File: src/rtl/npc_unit_if.sv
// Next-PC unit bus: controller/regfile side drives, npc_unit serves.
// Optional exception ports are present when NPC_EXC_EN is defined.
interface npc_unit_if #(
  parameter int ADDR_W    = 32,
  parameter int DATA_W    = 32,
  parameter int RAS_DEPTH = 4
);
  localparam int CW = $clog2(RAS_DEPTH) + 1;

  logic              stall;
  logic [2:0]        br_type;
  logic [DATA_W-1:0] rs_val;
  logic [DATA_W-1:0] rt_val;
  logic [15:0]       imm16;
  logic [25:0]       instr_index;
  logic              j;
  logic              jal;
  logic              jr;
  logic [ADDR_W-1:0] pc;
  logic [ADDR_W-1:0] pc_plus4;
  logic [ADDR_W-1:0] link_addr;
  logic [1:0]        pc_op;
  logic              ras_hit;
  logic [CW-1:0]     ras_cnt;
`ifdef NPC_EXC_EN
  logic              exc_req;
  logic              eret;
  logic [ADDR_W-1:0] epc;
`endif

  modport master (
    output stall, br_type, rs_val, rt_val,
    output imm16, instr_index, j, jal, jr,
`ifdef NPC_EXC_EN
    output exc_req, eret,
    input  epc,
`endif
    input  pc, pc_plus4, link_addr,
    input  pc_op, ras_hit, ras_cnt
  );

  modport slave (
    input  stall, br_type, rs_val, rt_val,
    input  imm16, instr_index, j, jal, jr,
`ifdef NPC_EXC_EN
    input  exc_req, eret,
    output epc,
`endif
    output pc, pc_plus4, link_addr,
    output pc_op, ras_hit, ras_cnt
  );
endinterface

File: src/rtl/npc_unit.sv
// Next-PC unit: PC register, branch/jump/jr resolution, stall and RAS.
// Define NPC_EXC_EN to add exc_req/eret redirection and an epc register.
module npc_unit #(
  parameter int          ADDR_W    = 32,
  parameter int          DATA_W    = 32,
  parameter logic [31:0] RESET_PC  = 32'h0000_3000,
  parameter int          RAS_DEPTH = 4,
  parameter logic [31:0] EXC_VEC   = 32'h0000_4180
) (
  input logic   clk,
  input logic   reset,
  npc_unit_if.slave bus
);
  localparam int PW = $clog2(RAS_DEPTH);
  localparam int CW = PW + 1;

  logic [ADDR_W-1:0] pc;
  logic [ADDR_W-1:0] pc_plus4;
  logic [ADDR_W-1:0] br_tgt;
  logic [ADDR_W-1:0] j_tgt;
  logic [ADDR_W-1:0] jr_tgt;
  logic [ADDR_W-1:0] next_pc;
  logic [1:0]        pc_op;
  logic              taken;
  logic              hold;
  logic              sel_br;
  logic              sel_j;
  logic              sel_jr;
  logic              push;
  logic              pop;

  logic [ADDR_W-1:0] ras_mem [RAS_DEPTH];
  logic [PW-1:0]     ptr;
  logic [PW-1:0]     top_idx;
  logic [CW-1:0]     cnt;

  logic signed [DATA_W-1:0] rs_s;
  logic signed [DATA_W-1:0] rt_s;

  assign rs_s = bus.rs_val;
  assign rt_s = bus.rt_val;

  assign pc_plus4 = pc + ADDR_W'(4);
  assign br_tgt   = pc_plus4
                  + {{(ADDR_W-18){bus.imm16[15]}}, bus.imm16, 2'b00};
  assign j_tgt    = {pc_plus4[ADDR_W-1:28], bus.instr_index, 2'b00};
  assign jr_tgt   = bus.rs_val[ADDR_W-1:0];

  always_comb begin
    taken = 1'b0;
    unique case (bus.br_type)
      3'b001:  taken = (rs_s == rt_s);
      3'b010:  taken = (rs_s != rt_s);
      3'b011:  taken = (rs_s <= 0);
      3'b100:  taken = (rs_s > 0);
      3'b101:  taken = (rs_s < 0);
      3'b110:  taken = (rs_s >= 0);
      default: taken = 1'b0;
    endcase
  end

`ifdef NPC_EXC_EN
  logic [ADDR_W-1:0] epc;
  assign hold = bus.exc_req | bus.eret;
`else
  logic unused_exc;
  assign hold       = 1'b0;
  assign unused_exc = ^EXC_VEC;
`endif

  // One-hot selects encode the priority so the decoder below is unique.
  assign sel_br = !hold && taken;
  assign sel_j  = !hold && !taken && (bus.j || bus.jal);
  assign sel_jr = !hold && !taken && !bus.j && !bus.jal && bus.jr;

  always_comb begin
    pc_op   = 2'b00;
    next_pc = pc_plus4;
    unique case (1'b1)
      sel_br: begin
        pc_op   = 2'b01;
        next_pc = br_tgt;
      end
      sel_j: begin
        pc_op   = 2'b10;
        next_pc = j_tgt;
      end
      sel_jr: begin
        pc_op   = 2'b11;
        next_pc = jr_tgt;
      end
      default: begin
        pc_op   = 2'b00;
        next_pc = pc_plus4;
      end
    endcase
`ifdef NPC_EXC_EN
    if (bus.exc_req)
      next_pc = ADDR_W'(EXC_VEC);
    else if (bus.eret)
      next_pc = epc;
`endif
  end

  assign top_idx = ptr - PW'(1);
  assign push    = sel_j && bus.jal;
  assign pop     = sel_jr && (cnt != '0);

  always_ff @(posedge clk) begin
    if (reset) begin
      pc  <= ADDR_W'(RESET_PC);
      ptr <= '0;
      cnt <= '0;
    end else if (!bus.stall) begin
      pc <= next_pc;
      if (push) begin
        ptr <= ptr + PW'(1);
        if (cnt != CW'(RAS_DEPTH))
          cnt <= cnt + CW'(1);
      end else if (pop) begin
        ptr <= top_idx;
        cnt <= cnt - CW'(1);
      end
    end
  end

  // Entries are left as-is on reset; ras_cnt alone marks validity.
  always_ff @(posedge clk) begin
    if (!reset && !bus.stall && push)
      ras_mem[ptr] <= pc_plus4;
  end

`ifdef NPC_EXC_EN
  always_ff @(posedge clk) begin
    if (reset)
      epc <= '0;
    else if (!bus.stall && bus.exc_req)
      epc <= pc;
  end
  assign bus.epc = epc;
`endif

  assign bus.pc        = pc;
  assign bus.pc_plus4  = pc_plus4;
  assign bus.link_addr = pc_plus4;
  assign bus.pc_op     = pc_op;
  assign bus.ras_cnt   = cnt;
  assign bus.ras_hit   = (pc_op == 2'b11) && (cnt != '0)
                      && (ras_mem[top_idx] == jr_tgt);
endmodule

File: src/flat_wrapper.sv
// flat-port wrapper written by rule: the top's interface ports become plain ports
module npc_unit_flat 
#(
  parameter int          ADDR_W    = 32,
  parameter int          DATA_W    = 32,
  parameter logic [31:0] RESET_PC  = 32'h0000_3000,
  parameter int          RAS_DEPTH = 4,
  parameter logic [31:0] EXC_VEC   = 32'h0000_4180
)
  (clk, reset, bus_stall, bus_br_type, bus_rs_val, bus_rt_val, bus_imm16, bus_instr_index, bus_j, bus_jal, bus_jr, bus_pc, bus_pc_plus4, bus_link_addr, bus_pc_op, bus_ras_hit, bus_ras_cnt);
  npc_unit_if #(.ADDR_W(ADDR_W), .DATA_W(DATA_W), .RAS_DEPTH(RAS_DEPTH)) bus_i ();
  input logic clk;
  input logic reset;
  input wire logic [$bits(bus_i.stall)-1:0] bus_stall;
  input wire logic [$bits(bus_i.br_type)-1:0] bus_br_type;
  input wire logic [$bits(bus_i.rs_val)-1:0] bus_rs_val;
  input wire logic [$bits(bus_i.rt_val)-1:0] bus_rt_val;
  input wire logic [$bits(bus_i.imm16)-1:0] bus_imm16;
  input wire logic [$bits(bus_i.instr_index)-1:0] bus_instr_index;
  input wire logic [$bits(bus_i.j)-1:0] bus_j;
  input wire logic [$bits(bus_i.jal)-1:0] bus_jal;
  input wire logic [$bits(bus_i.jr)-1:0] bus_jr;
  output wire logic [$bits(bus_i.pc)-1:0] bus_pc;
  output wire logic [$bits(bus_i.pc_plus4)-1:0] bus_pc_plus4;
  output wire logic [$bits(bus_i.link_addr)-1:0] bus_link_addr;
  output wire logic [$bits(bus_i.pc_op)-1:0] bus_pc_op;
  output wire logic [$bits(bus_i.ras_hit)-1:0] bus_ras_hit;
  output wire logic [$bits(bus_i.ras_cnt)-1:0] bus_ras_cnt;
  assign bus_i.stall = bus_stall;
  assign bus_i.br_type = bus_br_type;
  assign bus_i.rs_val = bus_rs_val;
  assign bus_i.rt_val = bus_rt_val;
  assign bus_i.imm16 = bus_imm16;
  assign bus_i.instr_index = bus_instr_index;
  assign bus_i.j = bus_j;
  assign bus_i.jal = bus_jal;
  assign bus_i.jr = bus_jr;
  assign bus_pc = bus_i.pc;
  assign bus_pc_plus4 = bus_i.pc_plus4;
  assign bus_link_addr = bus_i.link_addr;
  assign bus_pc_op = bus_i.pc_op;
  assign bus_ras_hit = bus_i.ras_hit;
  assign bus_ras_cnt = bus_i.ras_cnt;
  npc_unit #(.ADDR_W(ADDR_W), .DATA_W(DATA_W), .RESET_PC(RESET_PC), .RAS_DEPTH(RAS_DEPTH), .EXC_VEC(EXC_VEC)) u_core (.clk(clk), .reset(reset), .bus(bus_i));
endmodule
File: config.mk
export PLATFORM = sky130hd
export DESIGN_NAME = npc_unit_flat
export DESIGN_NICKNAME = d
export VERILOG_FILES = /design/src/rtl/npc_unit_if.sv /design/src/rtl/npc_unit.sv /design/src/flat_wrapper.sv
export SDC_FILE = /design/constraint.sdc
export NUM_CORES = 1
export LEC_CHECK = 0
export CAP_MARGIN = 20
export CORE_MARGIN = 5
export CORE_UTILIZATION = 57
export CTS_BUF_LIST = sky130_fd_sc_hd__clkbuf_2 sky130_fd_sc_hd__clkbuf_4 sky130_fd_sc_hd__clkbuf_8
export CTS_CLUSTER_DIAMETER = 50
export DETAILED_ROUTE_END_ITERATION = 10
export PLACE_DENSITY_LB_ADDON = 0.05
export SETUP_SLACK_MARGIN = 0.15
export SLEW_MARGIN = 20
export SYNTH_ARGS = -nofsm -noshare
export SYNTH_HDL_FRONTEND = slang
export SYNTH_SLANG_ARGS = --single-unit
File: constraint.sdc
create_clock -name clk -period 7.2 [get_ports clk]
set_clock_uncertainty 0.05 [all_clocks]
set_input_delay 1.8 -clock clk [delete_from_list [all_inputs] [get_ports clk]]
set_output_delay 1.8 -clock clk [all_outputs]
set_load 0.01 [all_outputs]
Run 1, cells colored by class:
(2 px per micron)
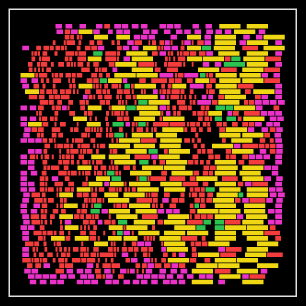
- yellow: registers (cells 165; share of their area 37%)
- magenta: remaining buffers and delay cells (cells 237; share of their area 19%)
- red: remaining logic cells (cells 674; share of their area 41%)
- green: clock drivers and dummy loads (cells 32; share of their area 3.3%)

Run 1, sequential cells colored by netlist name:
(4 px per micron) Other sequential cells in the stronger gray, the rest of the logic in the fainter gray.
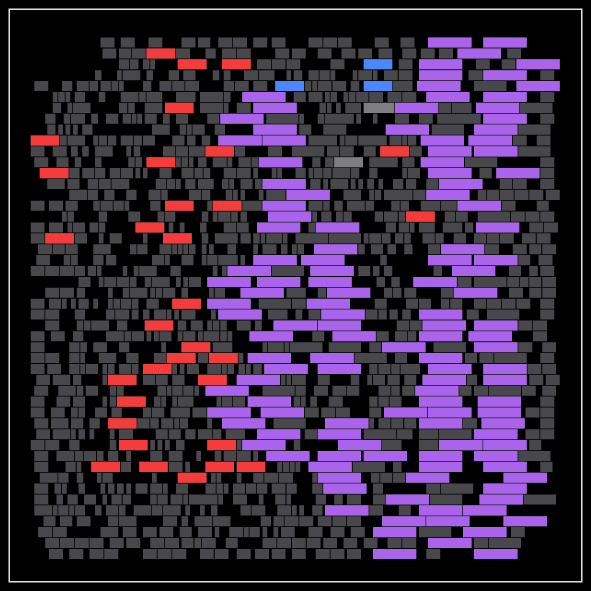
- purple: `u_core.ras_mem` (flops 128)
- red: `u_core.bus.pc` (flops 32)
- blue: `u_core.bus.ras_cnt` (flops 3)
fraction of standard cell area that is sequential: 36.1%
Sequential Area: 0.00459 sq mm
power in sequential cells: 0.00111 W
end-of-flow core utilization: 73.4%

Run 1, signal wires by layer:
(2 px per micron) Two of the layers only.
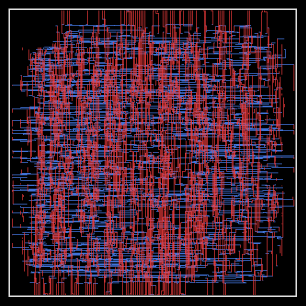
- red: M2 (wire length 15100 microns)
- blue: M1 (wire length 13300 microns)
Avg WL per Cell: 24.4 microns
overall routed net length: 32500 microns
global-route usage over all layers: 31.8%

==> run summary, run 1 <==
Results of the run.

The run finished with clean final reports. The synthesized netlist handed to floorplanning was reported with a cell count of 914. The report lists the number of cells resized after CTS as 0. The final timing report lists a max-slew violation count of 0. The skew report gives the latency at the later pin of the worst-skew pair as 480 ps.

The worst hold path belongs to the class reg -> reg. The routed wire length on met2 is 15100 microns. The number of warnings reported in the stage logs is 29.

The final hold slack is 494 ps. The final period demand of the worst path is 6620 ps. After clock tree synthesis, the flow added hold-fix buffers numbering 0. The summed negative setup slack over all endpoints is 0 ps. The sum of routed wire segments on met1 is 13300 microns. The synthesized flop and latch total is 165. The share of total power in combinational logic is 29.4%.

The peak fanout along the critical path is 4. The yosys warning tally is 0. Routed signal wires occupy layers up through met4. The highest clock rate is 0.151 GHz. In the global route stage, met2 resource usage came out at 49.7%.

The library cells used most frequently in the layout, excluding fill and tap cells, are 216 x sky130_fd_sc_hd__clkdlybuf4s50_1, 128 x sky130_fd_sc_hd__edfxtp_1, 69 x sky130_fd_sc_hd__nand2_1, 65 x sky130_fd_sc_hd__nor2_1, 65 x sky130_fd_sc_hd__xor2_1. The detailed-placement wirelength estimate is 24500 microns. The number of cells in Yosys stat is 914.

The report lists the power per cell area as 201 mW/mm^2. The area share of the largest cell type after synthesis is 38.2%. In the finished design the tool counted flip-flops and latches totalling 165.

The number of different library cells in the post-synthesis netlist is 66. The logic share of the area is 38.9%. Sorting the synthesized cells by area gives the leading types as sky130_fd_sc_hd__edfxtp_1 38%, sky130_fd_sc_hd__dfxtp_1 7.4%, sky130_fd_sc_hd__mux4_2 7.2%. Once the floorplan was initialized, standard cells occupied 58.1% of the core. The number of diodes added for antenna fixing is 1. The number of routed nets with antenna violations is 0. The final non-filler cell total is 1334. In the final layout, clock buffers and inverters account for 3.24% of the cell area. The clock distribution power is 0.000701 W. The most repeated library cell on the critical path is sky130_fd_sc_hd__clkdlybuf4s50_1. Summing all placed instances gives a cell area of 0.0123 sq mm.

The total global routing overflow is 0. After floorplanning, the die was sized to cover 0.0204 sq mm. The region available for standard cell placement spans 0.0173 sq mm. The top-level I/O count is 217. In the log, the iteration count for the first detailed-route pass is 5. For reference, the top cells by count after synthesis are 128 x sky130_fd_sc_hd__edfxtp_1, 69 x sky130_fd_sc_hd__nand2_1, 65 x sky130_fd_sc_hd__nor2_1, 65 x sky130_fd_sc_hd__xor2_1, 50 x sky130_fd_sc_hd__xnor2_1. The most frequently used flop master after synthesis is sky130_fd_sc_hd__edfxtp_1. The kind of cell with the highest combined delay along the critical path is simple AND/OR/NAND/NOR gates.

The class occupying the most area after layout is reported as logic gates. The clock tree has to reach 165 sinks. In the routed layout, each cell is associated on average with a via count of 6.34. CTS added clock buffers totalling 17. The worst setup path is of the in -> out kind. The design received a total of 225 well taps at floorplan. The total nets after synthesis is 1065. The detailed router placed 8452 vias in this run. The clock tree from TritonCTS is built. The count of endpoints failing setup in the final report is 0. The post-route netlist has 9.30% of its cells at a drive strength greater than 1. The wire length of the first global-routing pass is 48700 microns. The weighted congestion at the end of routability-driven global placement is 0.924. The internal portion of the total power is 0.00171 W. The transition time at the pin with the least slew margin is 1060 ps. The non-clock inverter instance count of the final layout is 29. Including well taps, the total number of placed cells is 1301. The met1 layer usage reported by global route is 46.0%. The stat command in Yosys gives a chip area of 0.0100 sq mm. The worst voltage drop across the vdd grid is 0.166 mV. The highest cell delay on the worst timing path is 580 ps. Per report_power, the sequential group accounts for 43.2% of the total. The largest power group is sequential cells. The DRC violations left is 0. The floorplan step set the die width to 143 microns. The finished design was reported to have a net count of 1246. For reference, the critical path cell chain is clkdlybuf4s50_1 -> xor2_1 -> nor4_1 -> nand4_1 -> or4_1 -> and3_1 -> nor3_1 -> clkdlybuf4s50_1. The final worst-path cycle share is 92.0%. Global routing put the most usage on met2. The cell chosen for the clock root is sky130_fd_sc_hd__clkbuf_8. The largest individual stage delay along the critical path comes from the cell sky130_fd_sc_hd__clkdlybuf4s50_1.

The most used logic cell in the final layout is sky130_fd_sc_hd__clkdlybuf4s50_1. The met3 track demand over resource in global routing is 5.83%. The vertical die dimension reported for this design is 143 microns.

The power dissipated by switching net loads is 0.000845 W. Of the total power, the clock network draws 27.4%. The row count is 48.

Total power for the finished layout comes to 0.00256 W. Non-clock buffers in the final layout number 237.
## run 1: worst register-to-register path: stages, from the launching register on
cell,delay [ps]
sky130_fd_sc_hd__dfxtp_1,470
sky130_fd_sc_hd__ha_1,270
sky130_fd_sc_hd__and4_2,290
sky130_fd_sc_hd__nand3_1,470
sky130_fd_sc_hd__nor2_1,240
sky130_fd_sc_hd__nand2_1,80
sky130_fd_sc_hd__xnor2_1,670
sky130_fd_sc_hd__ha_1,300
sky130_fd_sc_hd__nand3_1,150
sky130_fd_sc_hd__nor2_1,260
sky130_fd_sc_hd__nand4_1,130
sky130_fd_sc_hd__a211oi_1,330
sky130_fd_sc_hd__nor2_1,140
sky130_fd_sc_hd__o21ai_0,270
sky130_fd_sc_hd__mux2_2,380
sky130_fd_sc_hd__a211oi_1,210
## run 1: cell families (layout without fill, tap and decap cells)
logic type	after synthesis	in the layout	share of synthesized area (%)
AND-OR/OR-AND	189	189	12.7
buffers and inverters	104	298	5.24
multiplexers	47	47	8.69
other	0	1	0
XOR/XNOR	116	116	10.2
flip-flops	165	165	45.6
adder cells (fa/ha/maj)	36	36	4.63
AND/OR/NAND/NOR	257	257	12.9
## run 1: sequential cells by signal, summed over array words and instances, names as in the netlist
signal / cells
u_core.bus.pc: 32
u_core.bus.ras_cnt: 3
u_core.ptr: 2
u_core.ras_mem: 128
## run 1: path summary, 6_finish.rpt
| check | start | end | slack, ps | cells after the start |
|---|---|---|---|---|
| worst min-delay path | u_core.bus.pc[11] | u_core.bus.pc[11] | 490 | 2 |
| worst max-delay path | bus_rs_val[18] | bus_ras_hit | 580 | 8 |
| worst min register to register | u_core.bus.pc[11] | u_core.bus.pc[11] | 490 | 2 |
| worst max register to register | u_core.bus.pc[2] | u_core.bus.pc[30] | 2390 | 15 |
==> inputs of run 2 (changes only) <==
- CORE_MARGIN: 5 -> default
- PLACE_DENSITY: default -> 0.88
- PLACE_DENSITY_LB_ADDON: 0.05 -> default
==> run 2 against run 1 <==
Compared with the run above:
- count of clock-buffer cells in the layout unchanged
- combinational power about the same
- first-iteration DRC count up 34%
- sequential share of layout area up 0.25 points
- wire length down 0.44%
- sequential cell count unchanged
- non-clock buffer count down 1
- register-to-register slack worse by 20 ps
- sequential power about the same
- synthesized area unchanged
- highest routed layer unchanged
==> run summary, run 2 <==
Results of the run.

The total die size is 0.0182 sq mm. In the layout the commonest cells are 216 x sky130_fd_sc_hd__clkdlybuf4s50_1, 128 x sky130_fd_sc_hd__edfxtp_1, 69 x sky130_fd_sc_hd__nand2_1, 65 x sky130_fd_sc_hd__nor2_1, 65 x sky130_fd_sc_hd__xor2_1. Summed over all nets, wire length on met2 after detailed routing comes to 14700 microns. Dividing the final minimum period by the clock period gives 92.2%. The clock drives 165 sinks. The first global-routing pass estimated 47800 microns of wire.

On the worst setup and hold paths after CTS, the clock-pin slew comes to 90 ps. The per-cell routed wire length is 24.3 microns. The final period demand of the worst path is 6640 ps. Overall power consumption after layout is estimated at 0.00249 W.

The CTS buffer count is 17. In this run the count of I/O pins placed on the die edge is 217. The detailed router finished its first iteration with 1219 violations. The die span in x is 135 microns. The required time at the endpoint of the critical path is 5350 ps. The most crowded layer after global routing is met2.

The report puts the hold buffer count at CTS at 0. The number of max-slew violations in the final report is 0. The synthesis-to-layout area growth is 25.5%. The maximum level of the CTS H-tree is 4.

Setup repair after global routing left no endpoint under its margin. For reference, the critical path cell chain is clkdlybuf4s50_1 -> xor2_1 -> nor4_1 -> nand4_1 -> or4_1 -> and3_1 -> nor3_1 -> clkdlybuf4s50_1. Cells with a size suffix above 1 make up 9.12% of the layout. Detailed routing placed a total of 4340 microns of wire on met3. The pin count of the biggest net entering global routing is 38. Yosys attributes the largest share of cell area to sky130_fd_sc_hd__edfxtp_1 38%, sky130_fd_sc_hd__dfxtp_1 7.4%, sky130_fd_sc_hd__mux4_2 7.2%. Hold timing on the final database bottoms out at a slack of 503 ps.

Per the detail_route report, DRC violations left total 0. The yosys warning tally is 0. Detailed routing inserted a total of 8692 vias. The number of routed nets with antenna violations is 0. The worst path arrival time is 4790 ps. The number of diodes added for antenna fixing is 0. During placement, the flow inserted port buffers numbering 216. In this run the mean area of a mapped cell was 11.0 sq um. The wire-length estimate of the detail-placed layout is 24000 microns. In this design, the critical path's most frequently occurring cell is sky130_fd_sc_hd__clkdlybuf4s50_1. The number of global-route vias before repair is 8138. The library cell used most frequently in the layout, excluding fill and tap cells, is sky130_fd_sc_hd__clkdlybuf4s50_1. u_core.ras_mem holds more flip-flops than any other register. The global routing met2 resource utilization is 55.7%. The final wirelength is 32300 microns. At the pin with the least slew margin, the transition time is 1130 ps. The analysis attributes to cell leakage a power of 4.47 nW. For this run, the number of standard cells in the final layout without fillers is 1332.

Among cell families on the critical path, the largest total delay comes from simple AND/OR/NAND/NOR gates. In this run the cell area of the synthesized design comes to 0.0100 sq mm. Looking at the critical path, the highest net fanout was 4. The flow ran to the end, and the final reports show no timing, DRC or antenna violations. For this design, the slowest cell found on the critical path is sky130_fd_sc_hd__clkdlybuf4s50_1. The class of the most critical setup path is in -> out. Once the clock tree was built, the setup fixing pass inserted 0 buffers. The post-detailed-placement cell area is 0.0122 sq mm. The total of fill cells in the finished design is 1160. At the end of the flow, the number of nets in the layout was 1245. Per the OpenROAD floorplan log, the height of the die is 135 microns. Routability-driven placement finished with a final weighted congestion of 0.944. The worst VDD IR drop from the latest analysis is 0.120 mV. The number of different library cells in the post-synthesis netlist is 66. In this run the biggest area consumer among cell types represents 38.2% of the synthesized area. Sorting the synthesis cell report by count puts at the top sky130_fd_sc_hd__edfxtp_1. The latest clock arrival within the worst-skew pair is 460 ps. The element type at the critical path end is a primary output.

The relative max-transition margin is 24.2%. The post-route standard cell area excluding fillers is 0.0126 sq mm. The number of nets handed over by synthesis was 1065. The flip-flop count of the largest register after layout is 128. The hold violation total from the final report is 0. The detailed-router iteration count before antenna repair is 8. The floorplan-stage core utilization is 58.3%. Per the Yosys statistics, synthesis produced 914 cells.

Synthesis handed over a netlist of 914 instances. The met3 track demand over resource in global routing is 7.47%. The sum of routed wire segments on met1 is 12100 microns. The most frequently used flop master after synthesis is sky130_fd_sc_hd__edfxtp_1. Setup total negative slack on the finished layout was measured at 0 ps. The report lists the number of standard-cell rows as 48.

The global route stage reports its total congestion overflow as 0. The number of max-capacitance violations reported is 0. The number of cells in the design after placement is 1300. The maximum root-to-sink buffer count is 2. The sequential element share of the synthesized area is 45.6%.

The synthesized chip area reported by yosys is 0.0100 sq mm. The synthesis run shows the most used standard cells to be 128 x sky130_fd_sc_hd__edfxtp_1, 69 x sky130_fd_sc_hd__nand2_1, 65 x sky130_fd_sc_hd__nor2_1, 65 x sky130_fd_sc_hd__xor2_1, 50 x sky130_fd_sc_hd__xnor2_1. The total routing usage reported by global routing is 36.0%. The region available for standard cell placement spans 0.0172 sq mm.

Once synthesis finished, the tally of register bits stood at 165. The post-cts repair resize count is 0. The class of the most critical hold timing path is reg -> reg.

The library cell occupying the most area in the post-synthesis netlist is sky130_fd_sc_hd__edfxtp_1. In this run the clock root is driven by a sky130_fd_sc_hd__clkbuf_8. The script logs the ratio of routed vias to standard cells as 6.53. The final report lists the setup-violating endpoint count as 0. The number of buffer and inverter stages on the critical path is 2. The synthesized design contains 128 enable-type register cells. For met1 alone, demand over resource in global routing was 49.9%. Of all flip-flops after synthesis, the portion carrying an async set or reset was 0%. Warnings raised by the tools during the run amount to 29. TritonCTS built the clock tree.

The report lists the power per cell area as 197 mW/mm^2. The highest clock rate is 0.151 GHz. The detailed router used layers up to and including met4. The slack of the worst reg-to-reg path is 2370 ps.

The highest cell delay on the worst timing path is 620 ps.
[run 2: cell counts after synthesis]
Identical to the previous run, type by type.
[run 2: cells by family after synthesis]
kind of cell	after synthesis	share of synthesized area (%)
adder cells (fa/ha/maj)	36	4.63
multiplexers	47	8.69
flip-flops	165	45.6
AND/OR/NAND/NOR	257	12.9
XOR/XNOR	116	10.2
buffers and inverters	104	5.24
AND-OR/OR-AND	189	12.7
[run 2: worst min-delay path, delay by kind of cell, from the launching register on]
kind	cells	cell delay (ps)
compound gates	1	50
flops	1	370
simple gates	1	90
[run 2: power by group]
| part | internal [W] | leakage, nW | switching, W |
|---|---|---|---|
| Combinational | 0.000347 | 2.85 | 0.000406 |
| Sequential | 0.00106 | 1.45 | 0.0000427 |
| Clock | 0.000274 | 0.178 | 0.000353 |
| Total | 0.00169 | 4.47 | 0.000801 |
[run 2: final timing paths]
kind	from	to	cells after the start
worst max register to register	u_core.bus.pc[2]	u_core.bus.pc[30]	15
worst max-delay path	bus_rs_val[28]	bus_ras_hit	8
worst min-delay path	u_core.bus.pc[11]	u_core.bus.pc[11]	2
worst min register to register	u_core.bus.pc[11]	u_core.bus.pc[11]	2
[run 2: through the flow]
step                      setup slack [ps]  util, %
after floorplan                       1510        -
after global placement                 671     71.0
after detailed placement               597     71.0
after CTS                              569     73.1
after global routing                   418     73.2
final                                  560     73.2
[run 2: layout make-up]
cell class	count	area, sq um	area share (%)
multi-input cells	645	4950	39.2
flip-flops and latches	165	4590	36.4
repair buffers	236	2320	18.4
well taps	225	282	2.23
clock buffers	17	234	1.86
clock inverters	15	131	1.04
inverters	29	109	0.863
Run 2, metal 3:
(3 px per micron)
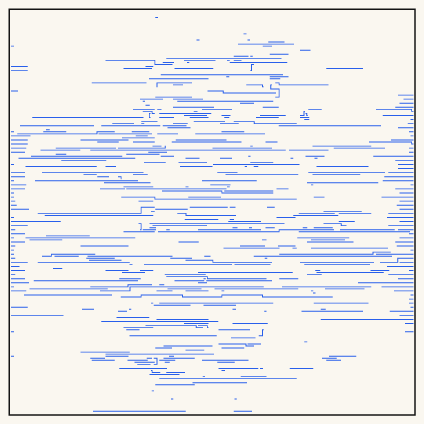
- wire length on this layer: 4340 microns
- nets with wire on the layer: 314
- longest straight run: 64.9 microns

==> inputs of run 3 (changes only) <==
- GPL_TIMING_DRIVEN: default -> 0
==> run 3 against run 2 <==
Compared with the run above:
- count of clock-buffer cells in the layout is the same
- register-to-register slack worse by 180 ps
- sequential share of layout area is 1.1 points lower
- combinational power rose by 5.3%
- global-route usage increased by 2.4 points
- synthesized cell count stayed put
- critical path depth up 3
- clock power fell by 0.8%
- critical path type unchanged
==> run summary, run 3 <==
Results of the run.

Per the detail_route report, DRC violations left total 0. The top cell type in the final layout, fill and taps aside, is sky130_fd_sc_hd__clkdlybuf4s50_1. 217 I/O pins were placed. The number of buffers inserted for hold repair after clock tree synthesis is 0. The detailed router's first-iteration violation count is 1215. The worst path arrival time is 5160 ps. For this run, asynchronously set or reset flops after synthesis account for 0%. Counting flops with a built-in enable in the synthesized netlist gives 128.

Checking hold timing, the worst path is listed with class reg -> reg. The filler cells instantiated in the layout total 1143. The run finished with clean final reports.

In this run the full chip footprint comes out at 0.0182 sq mm. Per the run report, area growth between synthesis and finish was 29.4%. The required time at the endpoint of the critical path is 5350 ps. In this run the cell area of the synthesized design comes to 0.0100 sq mm. Logged for this run, the post-placement worst setup slack is -482 ps. The highest cell delay on the worst timing path is 570 ps. The layout cell share with drive strength beyond 1 is 12.0%. In the detailed route, the total length drawn on met3 is 4450 microns.

The sum of routed wire segments on met1 is 12400 microns. Internal power comes to 0.00168 W. The final wirelength is 34400 microns. Global routing finished with a remaining overflow of 0. The transition time recorded at the tightest slew-check pin is 1240 ps. Entering global routing, the biggest net connects 26 pins. The total power is 0.00252 W. According to the floorplan report, the placeable core area is 0.0172 sq mm. The yosys warning tally is 0. Once placement completed, the tool counted placed cells totaling 1358.

The most common logic cells in the final layout are 184 x sky130_fd_sc_hd__clkdlybuf4s50_1, 128 x sky130_fd_sc_hd__edfxtp_1, 69 x sky130_fd_sc_hd__nand2_1, 65 x sky130_fd_sc_hd__nor2_1, 64 x sky130_fd_sc_hd__xor2_1. Across all hold checks on the routed design, the worst slack comes to 497 ps. The instance tally after logic synthesis is 914.

The initial utilization of the core area, before any placement, comes to 58.3%. According to the finish report, the design has a final net count of 1303. TritonCTS built the clock tree. The hold violation total from the final report is 0. For the worst reg-to-reg path, the endpoint reported by OpenROAD is u_core.bus.pc[21].

After synthesis, the most frequently instantiated cells are 128 x sky130_fd_sc_hd__edfxtp_1, 69 x sky130_fd_sc_hd__nand2_1, 65 x sky130_fd_sc_hd__nor2_1, 65 x sky130_fd_sc_hd__xor2_1, 50 x sky130_fd_sc_hd__xnor2_1. The routed wire length on met2 is 15600 microns. The synthesized chip area reported by yosys is 0.0100 sq mm. The total nets after synthesis is 1065.

The power dissipated by switching net loads is 0.000840 W. The summed negative setup slack over all endpoints is 0 ps. The library cell with the highest instance count after synthesis is sky130_fd_sc_hd__edfxtp_1.

For the worst-skew pair, the clock arrives at the later sink with an insertion delay of 470 ps. The layout stage reports a final design area of 0.0130 sq mm. Looking at the reg2reg group, the worst path starts from u_core.bus.pc[2].

The share of total power in combinational logic is 31.5%. The detailed-placement wirelength estimate is 26100 microns. The power report lists the combinational group at 0.000793 W. The detailed-router iteration count before antenna repair is 6. The number of routed nets with antenna violations is 0. The library cell occupying the most area in the post-synthesis netlist is sky130_fd_sc_hd__edfxtp_1. Per the OpenROAD floorplan log, the width of the die is 135 microns. The leakage component of the power was reported as 4.77 nW.

The most frequently used flop master after synthesis is sky130_fd_sc_hd__edfxtp_1. The clock network fraction of design power is 24.7%. Warnings raised by the tools during the run amount to 29.

The sequential element share of the synthesized area is 45.6%. The class of the most critical setup path is in -> out.
## run 3: what timing repair did
| action | 4_1_cts | 5_1_grt |
|---|---|---|
| setup buffers | 0 | 0 |
| setup endpoints to repair | 3 | 2 |
| pin swaps | 1 | 3 |
| gates resized | 42 | 8 |
## run 3: area by class of cell
type | count | share of cell area (%)
Sequential cell | 165 | 35.3
Clock inverter | 15 | 0.953
Timing Repair Buffer | 219 | 17.2
Clock buffer | 17 | 1.80
Buffer | 75 | 3.36
Inverter | 29 | 0.837
Multi-Input combinational cell | 645 | 38.4
Tap cell | 225 | 2.17
## run 3: cell families after synthesis
family / count (synthesis) / synth area share, %
buffers and inverters: 104 / 5.24
flip-flops: 165 / 45.6
XOR/XNOR: 116 / 10.2
AND-OR/OR-AND: 189 / 12.7
adder cells (fa/ha/maj): 36 / 4.63
multiplexers: 47 / 8.69
AND/OR/NAND/NOR: 257 / 12.9
## run 3: how the worst max path moves through the flow
stage / startpoint / to / slack (ps)
floorplan: bus_rs_val[11] / bus_ras_hit / 1510
global placement: bus_rs_val[28] / bus_ras_hit / -470
global route: bus_rt_val[29] / bus_pc_op[1] / 200
CTS: bus_rt_val[19] / bus_ras_hit / 210
detailed placement: bus_rs_val[28] / bus_ras_hit / -480
finish: bus_rs_val[28] / bus_pc_op[1] / 190
## run 3: worst min-delay path, stage by stage, from the launching register on
cell and delay, ps:
sky130_fd_sc_hd__dfxtp_1 370, sky130_fd_sc_hd__nand2_1 90, sky130_fd_sc_hd__a21oi_1 50
## run 3: layer usage
layer	GRT usage [%]	vias to the layer above
met4	19.6	0
met2	60.9	768
met5	0	-
met3	7.55	138
met1	50.2	4250
li1	-	3910
Run 3, signal wires by layer:
(3 px per micron) Two of the layers only.
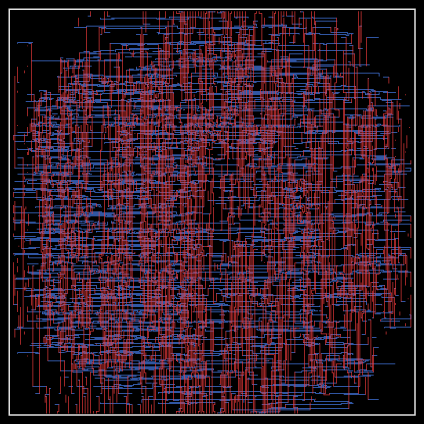
- blue: M1 (wire length 12400 microns)
- red: M2 (wire length 15600 microns)
Avg WL per Cell: 24.7 microns
global-route usage over all layers: 38.3%
total vias in the final route: 9066

No activity file was given, so power comes from the tool's default toggle rates.
